==> config.mk <==
export PLATFORM = sky130hd
export DESIGN_NAME = reg_alu_pipe
export DESIGN_NICKNAME = d
export VERILOG_FILES = /design/src/rtl/reg_alu_pipe.sv
export SDC_FILE = /design/constraint.sdc
export NUM_CORES = 1
export LEC_CHECK = 0
export CAP_MARGIN = 10
export CORE_MARGIN = 2
export CORE_UTILIZATION = 55
export DETAILED_ROUTE_END_ITERATION = 8
export PLACE_DENSITY = 0.79
export SLEW_MARGIN = 20
export SYNTH_ARGS = -nofsm -noshare
export SYNTH_HDL_FRONTEND = slang
export SYNTH_SLANG_ARGS = --single-unit
==> constraint.sdc <==
create_clock -name clk -period 5.95 [get_ports clk]
set_input_delay 0.8925 -clock clk [delete_from_list [all_inputs] [get_ports clk]]
set_output_delay 0.8925 -clock clk [all_outputs]
set_load 0.02 [all_outputs]
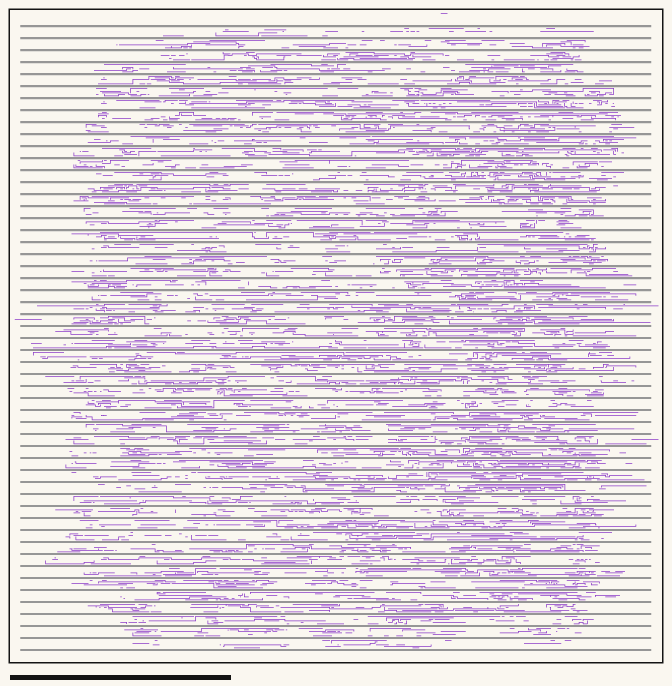
*Metal 1, run 1*
The bar under the picture is 50 microns long. Supply wires on this layer in grey.
- main direction: horizontal
- longest straight run: 54.7 microns
GR Util met1: 42.5%
Total Routed Length: 35900 microns

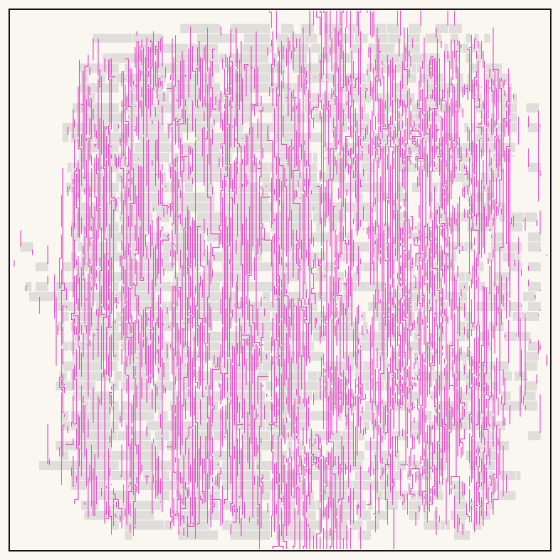
*Metal 2, run 1*
Cells faint in the background.
- share of all routed wire: 49%
- wire length on this layer: 17400 microns
- nets with wire on the layer: 1009
met2 usage: 55.1%
vias: 9413

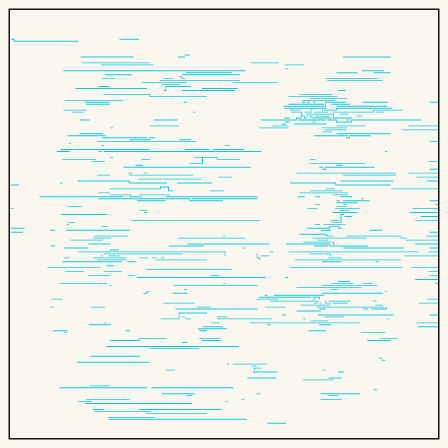
*Met3 routing, run 1*
- share of all routed wire: 10%
- longest straight run: 62.6 microns
met3 GRT Util: 6.94%

==> results.py <==
# Auto-generated metrics
metrics = {
    "worst_setup_path": {
        "crit_path_top_delay_cell": "clkdlybuf4s50_1",
        "crit_path_cell_trace": "clkdlybuf4s50_1 -> buf_4 -> mux2_2 -> mux2i_4 -> inv_2 -> ha_1 -> nand2b_1 -> a221oi_1 -> o21bai_1 -> mux2i_1 -> nor2_1 -> o32a_1 -> or3_1 -> nor4_2 -> nand4b_1 -> o21ai_1",
        "ff2ff_path_depth": 17,
        "reg2reg_slack_ns": 1.05,
        "crit_cells": 16,
        "worst_setup_path_end_kind": "register",
        "crit_arrival_ns": 5.88,
        "worst_setup_path_start_kind": "input pin",
    },
    "clock_tree": {
        "cts_setup_buffers": 0,
        "ctsResizeCount": 0,
        "cts.path.max_buffers": 2,
        "root_buffer": "clkbuf_16",
        "cts_num_sinks": 152,
        "ctsHoldBuffers": 0,
        "cts_tree": "yes",
        "cts_buffers": 17,
    },
    "timing": {
        "slew_headroom_pct": 19.1,
        "rsz0062_at_grt": "no",
        "tns_ns": 0,
        "max_slew.worst_pin.slew_ns": 1.21,
        "finalCritPeriodShare_pct": 92.8,
        "clock.fmax_mhz": 181,
        "hold_viol": 0,
        "setup_violations": 0,
    },
    "detailed_routing": {
        "antenna_left": 0,
        "first_pass_iters": 5,
        "wire_per_inst_microns": 25.4,
        "routed_via_density": 6.65,
        "drt-initial-drc-count": 984,
        "drc": 0,
    },
    "global_routing": {
        "grt_pass1_vias": 9354,
        "gr-total-overflow": 0,
        "gr-usage-all-layers_pct": 33.4,
        "antenna_found_initial": 0,
        "grt_pass1_wl_microns": 54900,
        "grt_max_degree": 38,
    },
    "die": {
        "floorplan.rows": 52,
        "io_pins": 85,
        "fp_util_pct": 56.2,
        "core_sq_um": 20200,
        "die_width_microns": 148,
    },
    "logic_synthesis": {
        "yosysTopAreaCellShare_pct": 33.8,
        "synth.area.top_cells": "edfxtp_1 (34%), mux4_2 (12%), ha_1 (5.7%), and2_1 (5.3%), dfxtp_1 (4.2%)",
        "synth-seq-cells": 152,
        "yosys_cells": 1065,
        "yosysUniqueCellTypes": 84,
        "synth_nets": 1151,
        "common_cells": "edfxtp_1 (128), and2_1 (97), nor2_1 (91)",
        "ys.warnings.count": 0,
        "edf_count": 128,
        "synth_seq_share_pct": 38.0,
        "syn_avg_cell_area_sq_um": 10.7,
        "top_area_cell": "edfxtp_1",
        "ys_area_sq_um": 11400,
        "synth_area_sq_um": 11400,
        "synthArstFlopShare_pct": 0,
    },
    "pwr": {
        "p_leak_nw": 5.04,
        "vdd_drop_max_mv": 0.173,
        "p_per_area_nw_per_um2": 258,
    },
    "cells_and_area": {
        "drive_above_1_share_pct": 16.8,
        "fin_nets": 1218,
        "largest_reg_flops": 128,
        "syn2layout_area_growth_pct": 14.6,
        "final_util_pct": 64.5,
        "fin_area_sq_um": 13000,
        "n_antenna_cell": 0,
    },
    "min_path": {
        "min_path_type": "register to register",
        "whs_path_depth": 2,
    },
    "placement": {
        "place.detailed.hpwl_microns": 25600,
        "globalplace.congestion": 1.04,
    },
    "flow_run": {
        "maxCapViolCount": 0,
        "warnings": 59,
    },
    "run_status": {
        "status": "finished clean",
    },
}
## run 1: power breakdown
part	switching, mW	internal [mW]	total (mW)
combinational	0.618	0.443	1.06
sequential	0.0608	1.20	1.26
clock	0.464	0.585	1.05
## run 1: cell families after synthesis
logic type	share of synthesized area, %
compound gates	12.6
buf+inv	6.27
mux	19.6
xor+xnor	1.45
flops	38.0
fa+ha+maj	6.07
simple gates	15.9
## run 1: cells in the final DEF (no fill, tap or decap), types with 11 or more instances in the layout
cell type	count
o21ai_1	13
mux4_2	62
a21oi_1	64
clkdlybuf4s50_1	82
nand3_1	11
inv_1	51
o21ai_0	30
nor2_1	91
mux2i_1	45
nand2_1	37
a211oi_1	13
dfxtp_1	24
a21o_1	12
ha_1	52
clkbuf_16	17
edfxtp_1	128
mux2_2	16
buf_4	53
and2_1	97
nor3_1	40
xnor2_1	16
## run 1: through the flow
step	std cells	total power, mW	setup WS (ns)
2_1_floorplan	1065	1.97	0.520
3_3_place_gp	1383	2.31	0.242
3_5_place_dp	1383	2.31	0.160
4_1_cts	1415	3.35	0.547
5_1_grt	1415	3.49	0.280
6_report	1415	3.37	0.429
## run 1: worst min-delay path: stages (launching register included)
cell	delay (ns)
dfxtp_1	0.32
nand2_1	0.05
a21oi_1	0.05
## run 1: area by class of cell
class,instances,area (sq um)
clock inverter,15,143
tap,270,338
timing repair buffer,138,1250
sequential,152,4320
inverter,57,214
clock buffer,17,425
multi-input combinational,766,6350
fill,1545,7190
## run 1: metal layers
| metal | routed length (microns) | track usage, % |
|---|---|---|
| met1 | 13000 | 42.5 |
| met4 | 1740 | 15.5 |
| met5 | 0 | 0 |
| met3 | 3730 | 6.94 |
| met2 | 17400 | 55.1 |
No activity file was given, so power comes from the tool's default toggle rates.
